==> run_1/logic_types.png <==
(6 px per micron)
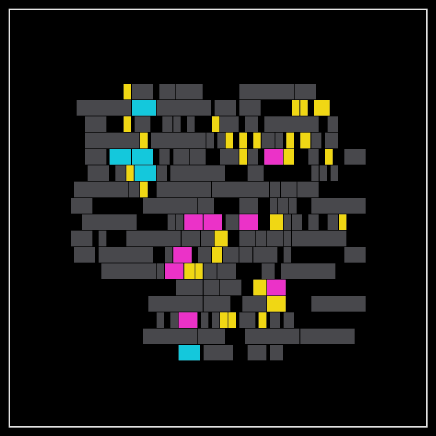
==> run_1/layer_met1.png <==
(6 px per micron) Supply wires on this layer in gray.
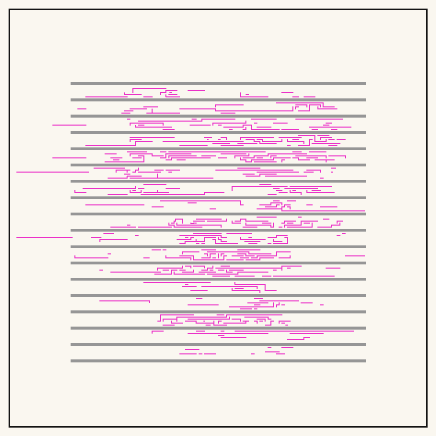
==> run_1/wires.png <==
(6 px per micron) Two of the layers only.
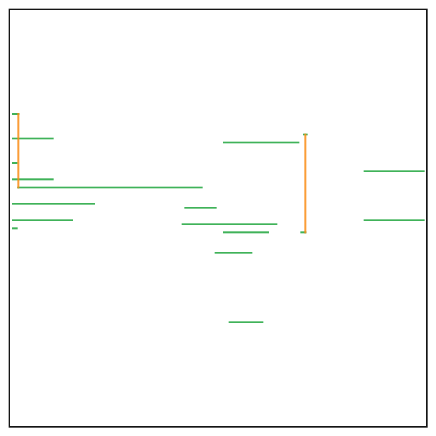
==> run_1/detail.png <==
Region (20, 34) to (50, 64) microns. Cells in gray, sequential cells in the stronger gray; small squares are vias.
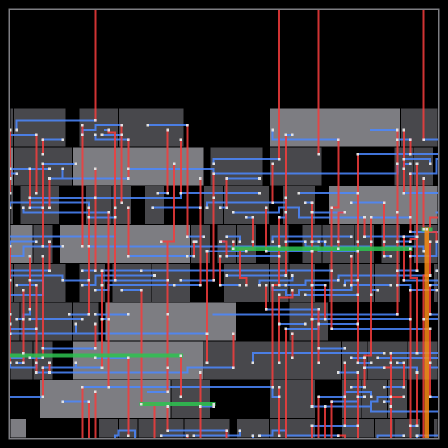
===== src/rtl/spike_tx.sv =====
// Serializes a parallel word MSB-first onto a 4-phase data/req/ack link, one handshake per bit.
// Latency: per bit setup_cyc cycles to req rise, req falls 3 cycles after ack_in rises, next bit 3 cycles after ack_in falls.
// Backpressure: in_ready only in IDLE with synchronized ack low; in_valid while busy is ignored.
module spike_tx #(
    parameter int data_bits   = 4,
    parameter int setup_cyc   = 1,
    parameter int timeout_cyc = 255
) (
    input  logic                 clk,
    input  logic                 rst,
    input  logic [data_bits-1:0] in_data,
    input  logic                 in_valid,
    output logic                 in_ready,
    output logic                 data_out,
    output logic                 req_out,
    input  logic                 ack_in,
    output logic                 busy,
    output logic                 timeout_err
);

    localparam int TMO_W = $clog2(timeout_cyc + 2);
    localparam int CYC_W = (TMO_W > 4) ? TMO_W : 4;
    localparam int BIT_W = (data_bits > 1) ? $clog2(data_bits) : 1;
    localparam logic [CYC_W-1:0] SETUP_LAST = CYC_W'(setup_cyc - 1);
    localparam logic [CYC_W-1:0] TMO_LAST   = CYC_W'((timeout_cyc > 0) ? timeout_cyc - 1 : 0);
    localparam bit TMO_EN = (timeout_cyc != 0);

    typedef enum logic [2:0] {
        IDLE,
        SETUP,
        REQ_HI,
        REQ_LO,
        DRAIN
    } state_t;

    state_t               state;
    state_t               state_nxt;
    logic                 ack_m;
    logic                 ack_s;
    logic [data_bits-1:0] shreg;
    logic [data_bits-1:0] shreg_nxt;
    logic [BIT_W-1:0]     bit_cnt;
    logic [BIT_W-1:0]     bit_cnt_nxt;
    logic [CYC_W-1:0]     cyc_cnt;
    logic [CYC_W-1:0]     cyc_cnt_nxt;
    logic                 req_nxt;
    logic                 err_nxt;
    logic                 tmo_hit;

    // The current bit lives in the MSB of a flop, so data_out is glitch-free.
    assign data_out = shreg[data_bits-1];
    assign busy     = (state != IDLE);
    assign in_ready = (state == IDLE) && !ack_s;
    assign tmo_hit  = TMO_EN && (cyc_cnt == TMO_LAST);

    always_ff @(posedge clk or posedge rst) begin
        if (rst) begin
            state       <= IDLE;
            ack_m       <= 1'b0;
            ack_s       <= 1'b0;
            shreg       <= '0;
            bit_cnt     <= '0;
            cyc_cnt     <= '0;
            req_out     <= 1'b0;
            timeout_err <= 1'b0;
        end else begin
            state       <= state_nxt;
            ack_m       <= ack_in;
            ack_s       <= ack_m;
            shreg       <= shreg_nxt;
            bit_cnt     <= bit_cnt_nxt;
            cyc_cnt     <= cyc_cnt_nxt;
            req_out     <= req_nxt;
            timeout_err <= err_nxt;
        end
    end

    always_comb begin
        state_nxt   = state;
        shreg_nxt   = shreg;
        bit_cnt_nxt = bit_cnt;
        cyc_cnt_nxt = cyc_cnt;
        req_nxt     = req_out;
        err_nxt     = timeout_err;

        case (state)
            IDLE: begin
                if (in_valid && in_ready) begin
                    shreg_nxt   = in_data;
                    bit_cnt_nxt = BIT_W'(data_bits - 1);
                    err_nxt     = 1'b0;
                    state_nxt   = SETUP;
                end
            end
            SETUP: begin
                if (cyc_cnt == SETUP_LAST) begin
                    req_nxt   = 1'b1;
                    state_nxt = REQ_HI;
                end else begin
                    cyc_cnt_nxt = cyc_cnt + CYC_W'(1);
                end
            end
            REQ_HI: begin
                // A real ack wins over a timeout landing on the same edge.
                if (ack_s) begin
                    req_nxt   = 1'b0;
                    state_nxt = REQ_LO;
                end else if (tmo_hit) begin
                    req_nxt   = 1'b0;
                    err_nxt   = 1'b1;
                    state_nxt = DRAIN;
                end else begin
                    cyc_cnt_nxt = cyc_cnt + CYC_W'(1);
                end
            end
            REQ_LO: begin
                if (!ack_s) begin
                    if (bit_cnt == '0) begin
                        state_nxt = IDLE;
                    end else begin
                        shreg_nxt   = shreg << 1;
                        bit_cnt_nxt = bit_cnt - BIT_W'(1);
                        state_nxt   = SETUP;
                    end
                end else if (tmo_hit) begin
                    err_nxt   = 1'b1;
                    state_nxt = DRAIN;
                end else begin
                    cyc_cnt_nxt = cyc_cnt + CYC_W'(1);
                end
            end
            DRAIN: begin
                if (!ack_s) begin
                    state_nxt = IDLE;
                end
            end
            default: begin
                state_nxt = IDLE;
            end
        endcase

        if (state_nxt != state) begin
            cyc_cnt_nxt = '0;
        end
    end

endmodule

===== config.mk =====
export PLATFORM = sky130hd
export DESIGN_NAME = spike_tx
export DESIGN_NICKNAME = d
export VERILOG_FILES = /design/src/rtl/spike_tx.sv
export SDC_FILE = /design/constraint.sdc
export NUM_CORES = 1
export LEC_CHECK = 0
export CAP_MARGIN = 20
export CORE_MARGIN = 10
export CORE_UTILIZATION = 53
export DETAILED_ROUTE_END_ITERATION = 8
export PLACE_DENSITY_LB_ADDON = 0.3
export REMOVE_ABC_BUFFERS = 1
export SYNTH_ARGS = -nofsm -noshare
export SYNTH_HDL_FRONTEND = slang
export SYNTH_SLANG_ARGS = --single-unit
export TNS_END_PERCENT = 20

===== constraint.sdc =====
create_clock -name clk -period 5.36 [get_ports clk]
set_input_delay 1.072 -clock clk [delete_from_list [all_inputs] [get_ports clk]]
set_output_delay 1.072 -clock clk [all_outputs]
set_load 0.02 [all_outputs]

==> impl_metrics.py, run 1 <==
# Synthesis and PnR figures
metrics = {
    "final_layout": {
        "sequential_standard_cell_area_sq_um": 551,
        "nFlopsAndLatches": 22,
        "final.signal_buffer_count": 12,
        "clkCellAreaFrac_pct": 2.49,
        "fin_util_pct": 64.1,
        "area.share.sequential_pct": 37.7,
        "post-route-cell-area_sq_mm": 0.00146,
        "num-multi-input-gates": 107,
        "dominant_cells": "logic gates",
        "finalNetCount": 165,
        "antenna_cells_inserted": 0,
        "most-common-layout-cells": "22 x sky130_fd_sc_hd__dfrtp_1, 19 x sky130_fd_sc_hd__nand2_1, 15 x sky130_fd_sc_hd__nor2_1, 12 x sky130_fd_sc_hd__clkdlybuf4s50_1, 8 x sky130_fd_sc_hd__xnor2_1",
        "multi_input_comb_area_sq_um": 691,
        "non_clock_buffer_share_pct": 8.23,
        "n_all_inverters": 7,
        "layout.filler_cells": 178,
        "fraction_of_layout_cells_with_a_size_suffix_above_1_pct": 5.92,
        "num-clock-buffers": 4,
        "syn2layout_area_growth_pct": 13.0,
    },
    "floorplan": {
        "tap_cells": 28,
        "floorplan.rows": 17,
        "initCoreUtil_pct": 56.7,
        "die_area_sq_mm": 0.00481,
        "die_height_microns": 69.4,
        "die-width_microns": 69.4,
        "placeableCoreArea_sq_mm": 0.00228,
        "floorplan.io_pins": 13,
    },
    "global_routing": {
        "grt_first_pass_wirelength_microns": 4540,
        "grt_pass1_vias": 1061,
        "antenna_found_initial": 0,
        "met2_usage_pct": 17.7,
        "maximum_number_of_pins_on_one_net_before_global_route_repair": 23,
        "gr-usage-met3_pct": 2.71,
        "top_usage_layer": "met2",
    },
    "setup_path": {
        "worst_r2r_endpoint": "cyc_cnt[4]",
        "timing.reg2reg.worst_path_depth": 7,
        "endpoint_class_of_the_critical_path": "primary output",
        "reg2reg_slack_ps": 3040,
        "critPathMaxFanout": 17,
        "crit_arrival_ps": 2000,
        "critPathTopFamily": "buffers and inverters",
        "timing.critical_path.slowest_stage_cell": "sky130_fd_sc_hd__clkdlybuf4s50_1",
        "critical_path.n_buffers_inverters": 1,
        "worst_r2r_startpoint": "cyc_cnt[0]",
        "chain_of_cells_forming_the_critical_path": "nor4_1 > clkdlybuf4s50_1",
        "critPathRequiredTime_ps": 4290,
        "startpoint_type": "register",
        "critPathKind": "reg -> out",
        "slowest_delay_ps": 680,
    },
    "routing": {
        "avgViaCountPerCell": 5.92,
        "highest_layer": "met4",
        "route.met3.wl_microns": 142,
        "metal2_wl_microns": 1260,
        "drt_first_iter_violations": 84,
        "wl_met1_microns": 1190,
        "ant_nets": 0,
        "post-route-drc-count": 0,
        "drt_pass1_iterations": 4,
    },
    "placement": {
        "gp_routability_congestion": 0.807,
        "placement.cell_area_sq_mm": 0.00142,
        "dp_worst_slack_ps": 2640,
        "placedCellCount": 176,
        "place.detailed.hpwl_microns": 1930,
        "portBuffers": 12,
    },
    "final_timing": {
        "final_min_period_over_clock_period_pct": 57.2,
        "timing.setup.tns_ps": 0,
        "maxSlewViolCount": 0,
        "unrepaired_setup_endpoints_after_global_routing": "no",
        "max-slew-margin-rel_pct": 45.4,
        "fmax_mhz": 326,
        "hold_viol": 0,
        "worst_hold_slack_ps": 385,
        "fin_ws_ps": 2290,
        "max_slew.worst_pin.slew_ps": 819,
        "clock_skew_ps": 8.55,
        "min_period_ps": 3070,
        "setup_viol": 0,
    },
    "synthesis": {
        "netlist.area_leader.share_pct": 42.6,
        "async_s_r_ff_share_synth_pct": 100,
        "ys_top_cells_by_area": "sky130_fd_sc_hd__dfrtp_1 43%, sky130_fd_sc_hd__nand2_1 5.5%, sky130_fd_sc_hd__xnor2_1 5.4%, sky130_fd_sc_hd__nor2_1 4.4%, sky130_fd_sc_hd__ha_1 3.9%",
        "netlist_area_sq_mm": 0.00129,
        "ys_seq_share_pct": 42.6,
        "yosysCellCount": 141,
        "synth_dominant_cell_count": "sky130_fd_sc_hd__dfrtp_1",
        "synth-area-yosys_sq_mm": 0.00129,
        "netlist.top_cell.by_area": "sky130_fd_sc_hd__dfrtp_1",
        "enable_flop_cells": 0,
        "synth_area_per_inst_sq_um": 9.16,
        "ys.flops": 22,
        "ff_type": "sky130_fd_sc_hd__dfrtp_1",
        "synth.cells.most_frequent": "22 x sky130_fd_sc_hd__dfrtp_1, 19 x sky130_fd_sc_hd__nand2_1, 15 x sky130_fd_sc_hd__nor2_1",
        "synth_warnings": 0,
    },
    "cts": {
        "clock_sinks": 22,
        "cts_inserted_buffers": 3,
        "htree_levels": 1,
        "clock_latency_ps": 310,
        "postCtsSetupRepairBufs": 0,
        "worst_setup_hold_path_clk_slew_ps": 130,
        "root_buffer": "sky130_fd_sc_hd__clkbuf_4",
        "post_cts_resized": 0,
        "cts.path.max_buffers": 2,
        "clock_tree_from_tritoncts": "built",
        "postCtsHoldBufs": 0,
    },
    "power": {
        "p_comb_share_pct": 47.5,
        "power_density_mw_per_mm2": 465,
        "internal_power_uw": 392,
        "swShare_pct": 42.1,
        "pg_seq_uw": 263,
        "power.leakage_nw": 0.625,
        "total_switching_power_uw": 286,
        "fin_total_pwr_uw": 678,
        "clockNetworkPower_uw": 92.9,
        "clock_power_share_pct": 13.7,
        "power-top-group": "combinational logic",
        "combinationalPower_uw": 322,
        "seq_power_share_pct": 38.8,
        "max-vdd-ir-drop_mv": 0.333,
    },
    "hold_path": {
        "min_path_type": "reg -> reg",
        "hold_start": "ack_m",
        "worst_hold_path.num_cells": 0,
    },
    "job": {
        "timing.max_cap.violations": 0,
        "log.warning_count": 27,
    },
    "outcome": {
        "status": "complete, no violations",
    },
}
## Picture notes: logic_types.png
NAND gates: in yellow, cells 28, most used nand2_1. multiplexers: in cyan, cells 5, most used mux2i_1. XOR/XNOR gates: in magenta, cells 8, most used xnor2_1, where center.
Comb/total area: 47.3%
most frequent logic cell in the layout: sky130_fd_sc_hd__dfrtp_1
final std cells w/o fill: 180

## Picture notes: layer_met1.png
The wires run mostly horizontal. The layer holds 45% of the routed length. The layer carries 1190 microns of wire. The longest straight run is 19.8 microns. 145 nets have wire on it.
met1 track demand over resource: 12.9%
WL final: 2620 microns
count of vias placed by the detailed router: 1066

## Picture notes: wires.png
metal 3: in green, wire length 142 microns. metal 4: in orange, wire length 28.6 microns.
overall fraction of global-route tracks in use: 10.8%
wire per inst: 14.6 microns

## Picture notes: detail.png
metal 1: in blue. metal 2: in red. metal 3: in green. metal 4: in orange.
Most frequent: nand2_1 (11), nor2_1 (8), dfrtp_1 (7). Netlist names of flops here include bit_cnt (2), cyc_cnt (2), state (2). 66 logic cells have their middle in the window. Sequential cells in the window: 7.

[run 1: cells by family after synthesis]
family | share of synthesized area (%)
muxes | 3.97
adders and majority gates | 4.65
AOI/OAI and AO/OA | 12.9
xor gates and xnor gates | 5.43
and+or+nand+nor | 26.6
buffers and inverters | 3.88
DFF | 42.6
[run 1: worst max path at each step]
stage	startpoint	to	slack [ps]	cells past startpoint
floorplan	state[2]	in_ready	2950	1
global placement	state[2]	in_ready	2650	2
detailed placement	in_valid	cyc_cnt[5]	2640	5
CTS	state[2]	in_ready	2270	2
global route	state[2]	in_ready	2160	2
finish	state[2]	in_ready	2290	2
[run 1: sequential cells by signal, indices dropped and copies added (netlist names)]
signal	flops
cyc_cnt	9
shreg	4
state	3
bit_cnt	2
ack_m	1
ack_s	1
req_out	1
timeout_err	1
==> inputs of run 2 (changes only) <==
==> constraint.sdc (replaced) <==
create_clock -name clk -period 2.9 [get_ports clk]
set_input_delay 0.58 -clock clk [delete_from_list [all_inputs] [get_ports clk]]
set_output_delay 0.58 -clock clk [all_outputs]
set_load 0.02 [all_outputs]
==> run_2/layer_met1.png <==
(6 px per micron) Supply wires on this layer in gray.
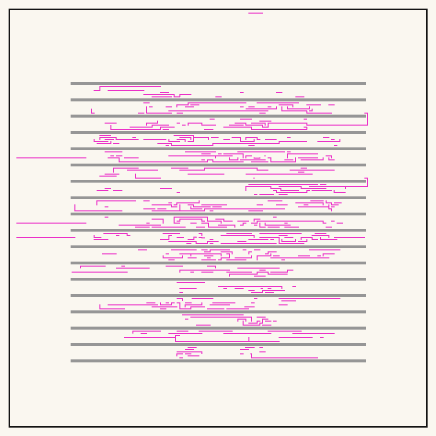
The longest straight run is 17.2 microns. The wires run mostly horizontal.
count of vias placed by the detailed router: 1034
met1 track demand over resource: 12.9%

==> run_2/wires.png <==
(6 px per micron) Two of the layers only.
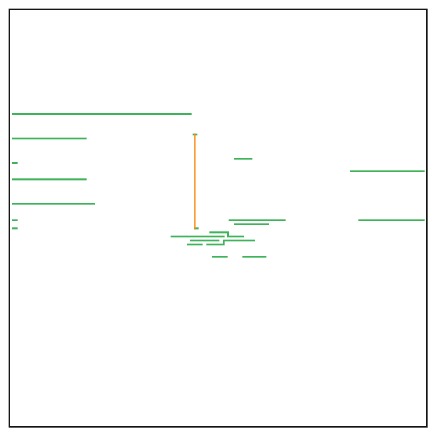
metal 3: in green, wire length 147 microns. metal 4: in orange, wire length 15.6 microns.
overall fraction of global-route tracks in use: 10.8%
wire per inst: 14.7 microns

==> run_2/logic_types.png <==
(6 px per micron)
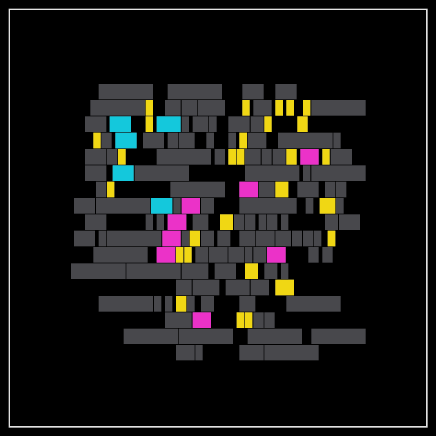
multiplexers: in cyan, cells 5, most used mux2i_1. XOR/XNOR gates: in magenta, cells 8, most used xnor2_1, where center. NAND gates: in yellow, cells 28, most used nand2_1.
Comb/total area: 47.8%
final std cells w/o fill: 179

==> run 2 against run 1 <==
Final area shrank 0.94%. Non-clock buffer count is the same. Largest cell class unchanged. Via count shrank 3.0%. Utilization shrank 0.60 points. Critical endpoint unchanged. Synthesized cell count is the same. First-iteration DRC count grew 9.5%.
==> impl_metrics.py, run 2 <==
# Synthesis and PnR figures
metrics = {
    "synthesis": {
        "synth_compound_gate_area_share_pct": 12.9,
        "synth.cellmix.simpleShare_pct": 26.6,
        "ff_type": "sky130_fd_sc_hd__dfrtp_1",
        "synthTopLogicFamily": "simple AND/OR/NAND/NOR gates",
        "async_s_r_ff_share_synth_pct": 100,
        "synth_dominant_cell_count": "sky130_fd_sc_hd__dfrtp_1",
        "synth_warnings": 0,
        "synth.cells.most_frequent": "22 x sky130_fd_sc_hd__dfrtp_1, 19 x sky130_fd_sc_hd__nand2_1, 15 x sky130_fd_sc_hd__nor2_1",
        "fa_ha_area_share_pct": 4.65,
        "mux_area_share_pct": 3.97,
        "netlist.area_leader.share_pct": 42.6,
        "xor_share_pct": 5.43,
        "netlist_area_sq_mm": 0.00129,
        "synth-area-yosys_sq_mm": 0.00129,
        "synth_area_per_inst_sq_um": 9.16,
        "ys.flops": 22,
        "yosysCellCount": 141,
        "netlist.top_cell.by_area": "sky130_fd_sc_hd__dfrtp_1",
    },
    "cts": {
        "worst_setup_hold_path_clk_slew_ps": 120,
        "cts_inserted_buffers": 3,
        "clock_tree_from_tritoncts": "built",
        "post_cts_resized": 0,
        "cts.path.max_buffers": 2,
        "clock_latency_ps": 300,
        "postCtsHoldBufs": 0,
    },
    "routing": {
        "highest_layer": "met4",
        "metal2_wl_microns": 1290,
        "avgViaCountPerCell": 5.78,
        "post-route-drc-count": 0,
        "drt_wl_total_microns": 2620,
        "ant_nets": 0,
        "wl_met1_microns": 1170,
        "drt_first_iter_violations": 92,
        "route.met3.wl_microns": 146,
    },
    "final_layout": {
        "num-clock-buffers": 3,
        "num-multi-input-gates": 107,
        "area.share.sequential_pct": 38.1,
        "multi_input_comb_area_sq_um": 691,
        "final.signal_buffer_count": 12,
        "clkCellAreaFrac_pct": 1.56,
        "lay_top_count": "sky130_fd_sc_hd__dfrtp_1",
        "layout.filler_cells": 177,
        "n_all_inverters": 7,
        "largest_register_ffs": 9,
        "nFlopsAndLatches": 22,
        "fraction_of_layout_cells_with_a_size_suffix_above_1_pct": 5.30,
        "most-common-layout-cells": "22 x sky130_fd_sc_hd__dfrtp_1, 19 x sky130_fd_sc_hd__nand2_1, 15 x sky130_fd_sc_hd__nor2_1, 12 x sky130_fd_sc_hd__clkdlybuf4s50_1, 8 x sky130_fd_sc_hd__xnor2_1",
        "fin_util_pct": 63.5,
    },
    "floorplan": {
        "die-width_microns": 69.4,
        "floorplan.rows": 17,
        "die_height_microns": 69.4,
        "die_area_sq_mm": 0.00481,
        "placeableCoreArea_sq_mm": 0.00228,
        "floorplan.io_pins": 13,
        "initCoreUtil_pct": 56.7,
    },
    "hold_path": {
        "min_path_type": "reg -> reg",
    },
    "global_routing": {
        "grt_pass1_vias": 980,
        "grt_first_pass_wirelength_microns": 4490,
        "maximum_number_of_pins_on_one_net_before_global_route_repair": 23,
        "top_usage_layer": "met2",
        "met2_usage_pct": 17.9,
    },
    "final_timing": {
        "timing.setup.tns_ps": 0,
        "unrepaired_setup_endpoints_after_global_routing": "no",
        "fin_ws_ps": 320,
        "worst_hold_slack_ps": 365,
        "final_min_period_over_clock_period_pct": 89.0,
        "fmax_mhz": 388,
        "clock_skew_ps": 8.50,
        "min_period_ps": 2580,
        "hold_viol": 0,
        "maxSlewViolCount": 0,
    },
    "setup_path": {
        "chain_of_cells_forming_the_critical_path": "nor4_1 > clkdlybuf4s50_1",
        "critPathRequiredTime_ps": 2320,
        "crit_arrival_ps": 2000,
        "critical_path.n_buffers_inverters": 1,
        "slowest_delay_ps": 670,
        "critPathMaxFanout": 17,
    },
    "placement": {
        "placement.cell_area_sq_mm": 0.00142,
        "dp_worst_slack_ps": 623,
        "portBuffers": 12,
        "place.detailed.hpwl_microns": 1990,
        "placedCellCount": 176,
    },
    "power": {
        "clock_power_share_pct": 11.2,
        "p_comb_share_pct": 48.9,
        "internal_power_uw": 697,
        "max-vdd-ir-drop_mv": 0.481,
        "total_switching_power_uw": 513,
        "power.leakage_nw": 0.617,
        "power_density_mw_per_mm2": 838,
        "seq_power_share_pct": 39.9,
        "fin_total_pwr_mw": 1.21,
        "swShare_pct": 42.4,
    },
    "job": {
        "timing.max_cap.violations": 0,
        "log.warning_count": 27,
    },
    "outcome": {
        "status": "complete, no violations",
    },
}
[run 2: power groups by stage]
| stage | registers, mW | clock network [mW] | logic, mW |
|---|---|---|---|
| after floorplan | 0.484 | 0 | 0.425 |
| after global placement | 0.481 | 0 | 0.578 |
| after detailed placement | 0.490 | 0 | 0.593 |
| after CTS | 0.483 | 0.141 | 0.600 |
| after global routing | 0.499 | 0.153 | 0.661 |
| final | 0.483 | 0.136 | 0.591 |
[run 2: worst paths after layout]
path | slack, ps | from | depth (start not counted) | to
worst min register to register | 370 | ack_m | 0 | ack_s
worst max register to register | 600 | cyc_cnt[0] | 7 | cyc_cnt[0]
worst min-delay path | 370 | ack_m | 0 | ack_s
min in group asynchronous | 720 | rst | 2 | ack_m
max in group asynchronous | 1660 | rst | 2 | cyc_cnt[8]
worst max-delay path | 320 | state[2] | 2 | in_ready
==> inputs of run 3 (changes only) <==
--- a/config.mk
+++ b/config.mk
@@ -5,6 +5,7 @@
 export SDC_FILE = /design/constraint.sdc
 export NUM_CORES = 1
 export LEC_CHECK = 0
+export ABC_AREA = 1
 export CAP_MARGIN = 20
 export CORE_MARGIN = 10
 export CORE_UTILIZATION = 53
==> run_3/detail.png <==
Region (20, 33) to (50, 63) microns. Cells in gray, sequential cells in the stronger gray; small squares are vias.
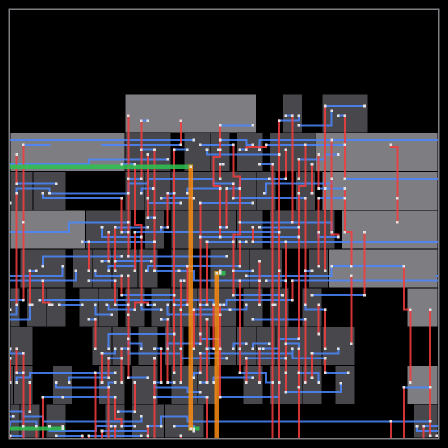
metal 2: in red. metal 4: in orange. metal 3: in green. metal 1: in blue.
Netlist names of flops here include cyc_cnt (7). Sequential cells in the window: 7. 77 logic cells have their middle in the window. Most frequent: nand2_1 (18), inv_1 (13), nor2_1 (11).

==> run_3/layer_met1.png <==
(6 px per micron) Supply wires on this layer in gray.
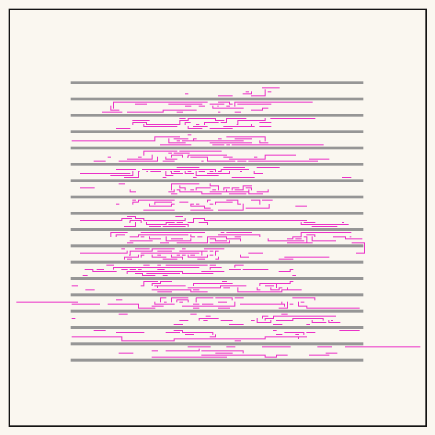
175 nets have wire on it. The wires run mostly horizontal. The longest straight run is 17.0 microns. The layer holds 48% of the routed length.
WL final: 2480 microns
count of vias placed by the detailed router: 1075
met1 track demand over resource: 13.4%

==> run_3/logic_types.png <==
(6 px per micron)
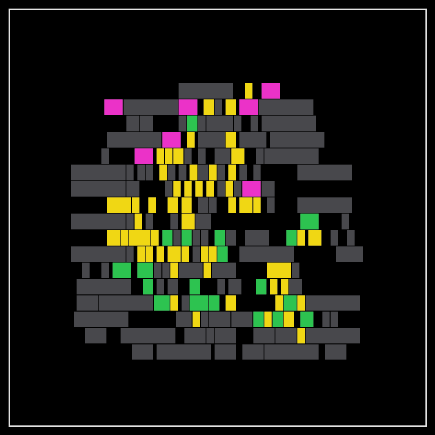
inverting AOI/OAI gates: in green, cells 19, most used o21ai_0. XOR/XNOR gates: in magenta, cells 7, most used xor2_1, where top center. NAND gates: in yellow, cells 54, most used nand2_1, where center.
Comb/total area: 42.4%
final std cells w/o fill: 207
most frequent logic cell in the layout: sky130_fd_sc_hd__nand2_1

==> run 3 against run 2 <==
Utilization is 1.4 points higher. Via count increased by 4.0%. Die size fell by 0.35%. Count of clock-buffer cells in the layout stayed put. Register-to-register slack gained 460 ps. Setup slack better by 130 ps. Final area rose by 1.2%. Area after synthesis fell by 0.48%. Critical path type unchanged. Largest cell class unchanged. Largest power group unchanged.
==> impl_metrics.py, run 3 <==
# Synthesis and PnR figures
metrics = {
    "synthesis": {
        "synth_area_per_inst_sq_um": 7.84,
        "synth-area-yosys_sq_mm": 0.00128,
        "ys.flops": 22,
        "netlist.top_cell.by_area": "sky130_fd_sc_hd__dfrtp_1",
        "async_s_r_ff_share_synth_pct": 100,
        "netlist.area_leader.share_pct": 42.8,
        "ff_type": "sky130_fd_sc_hd__dfrtp_1",
        "yosysCellCount": 164,
        "synth.cells.most_frequent": "37 x sky130_fd_sc_hd__nand2_1, 25 x sky130_fd_sc_hd__inv_1, 22 x sky130_fd_sc_hd__dfrtp_1",
    },
    "hold_path": {
        "min_path_type": "reg -> reg",
        "worst_hold_path.num_cells": 0,
        "hold_start": "ack_m",
        "hold_end": "ack_s",
    },
    "setup_path": {
        "critical_path.n_buffers_inverters": 3,
        "cp-endpoint": "in_ready",
        "worst-path-stages": 6,
        "slowest_delay_ps": 610,
        "critPathRequiredTime_ps": 2320,
        "worst_r2r_startpoint": "cyc_cnt[0]",
        "crit_path_start": "state[0]",
        "timing.reg2reg.worst_path_depth": 10,
        "chain_of_cells_forming_the_critical_path": "inv_2 > nand2_1 > nor2_1 > inv_1 > nor2_1 > clkdlybuf4s50_1",
    },
    "power": {
        "power.leakage_nw": 0.726,
        "combinationalPower_uw": 585,
        "seq_power_share_pct": 37.5,
        "p_comb_share_pct": 51.0,
        "max-vdd-ir-drop_mv": 0.533,
        "swShare_pct": 45.2,
        "pg_seq_uw": 430,
        "clock_power_share_pct": 11.5,
        "internal_power_uw": 629,
        "fin_total_pwr_mw": 1.15,
        "power-top-group": "combinational logic",
        "power_density_mw_per_mm2": 785,
    },
    "global_routing": {
        "met2_usage_pct": 17.0,
        "maximum_number_of_pins_on_one_net_before_global_route_repair": 23,
        "top_usage_layer": "met2",
        "grt_pass1_vias": 1048,
    },
    "outcome": {
        "status": "complete, no violations",
    },
    "routing": {
        "metal2_wl_microns": 1170,
        "post-route-drc-count": 0,
        "highest_layer": "met4",
        "route.met3.wl_microns": 73,
        "avgViaCountPerCell": 5.19,
        "drt_first_iter_violations": 38,
        "ant_nets": 0,
    },
    "cts": {
        "worst_setup_hold_path_clk_slew_ps": 110,
        "cts_inserted_buffers": 3,
        "post_cts_resized": 0,
        "clock_tree_from_tritoncts": "built",
        "postCtsHoldBufs": 0,
        "cts.path.max_buffers": 2,
    },
    "final_layout": {
        "most-common-layout-cells": "37 x sky130_fd_sc_hd__nand2_1, 25 x sky130_fd_sc_hd__inv_1, 22 x sky130_fd_sc_hd__dfrtp_1, 18 x sky130_fd_sc_hd__nor2_1, 12 x sky130_fd_sc_hd__clkdlybuf4s50_1",
        "layout.filler_cells": 193,
        "fin_util_pct": 64.9,
        "largest_register_ffs": 9,
    },
    "final_timing": {
        "clock_skew_ps": 3.98,
        "maxSlewViolCount": 0,
        "unrepaired_setup_endpoints_after_global_routing": "no",
        "final_min_period_over_clock_period_pct": 84.5,
        "fmax_mhz": 408,
        "fin_ws_ps": 449,
        "min_period_ps": 2450,
    },
    "floorplan": {
        "initCoreUtil_pct": 57.0,
        "die_height_microns": 69.2,
        "floorplan.rows": 17,
        "floorplan.io_pins": 13,
    },
    "job": {
        "timing.max_cap.violations": 0,
        "log.warning_count": 27,
    },
    "placement": {
        "dp_worst_slack_ps": 797,
        "place.detailed.hpwl_microns": 2020,
        "placedCellCount": 204,
        "placement.cell_area_sq_mm": 0.00144,
    },
}
[run 3: cells by family (layout without fill, tap and decap cells)]
family | Yosys count | count (layout) | share of synthesized area, %
xor+xnor | 7 | 7 | 4.77
compound gates | 19 | 19 | 8.86
fa+ha+maj | 4 | 4 | 3.89
buf+inv | 29 | 44 | 8.86
flops | 22 | 22 | 42.8
simple gates | 83 | 83 | 30.8
[run 3: area by class of cell]
cell class / instances / area (sq um) / share of cell area, %
inverters: 29 / 114 / 7.78
clock buffers: 3 / 22.5 / 1.54
flip-flops and latches: 22 / 551 / 37.6
repair buffers: 12 / 120 / 8.21
multi-input cells: 113 / 621 / 42.4
well taps: 28 / 35.0 / 2.40
No activity file was given, so power comes from the tool's default toggle rates.
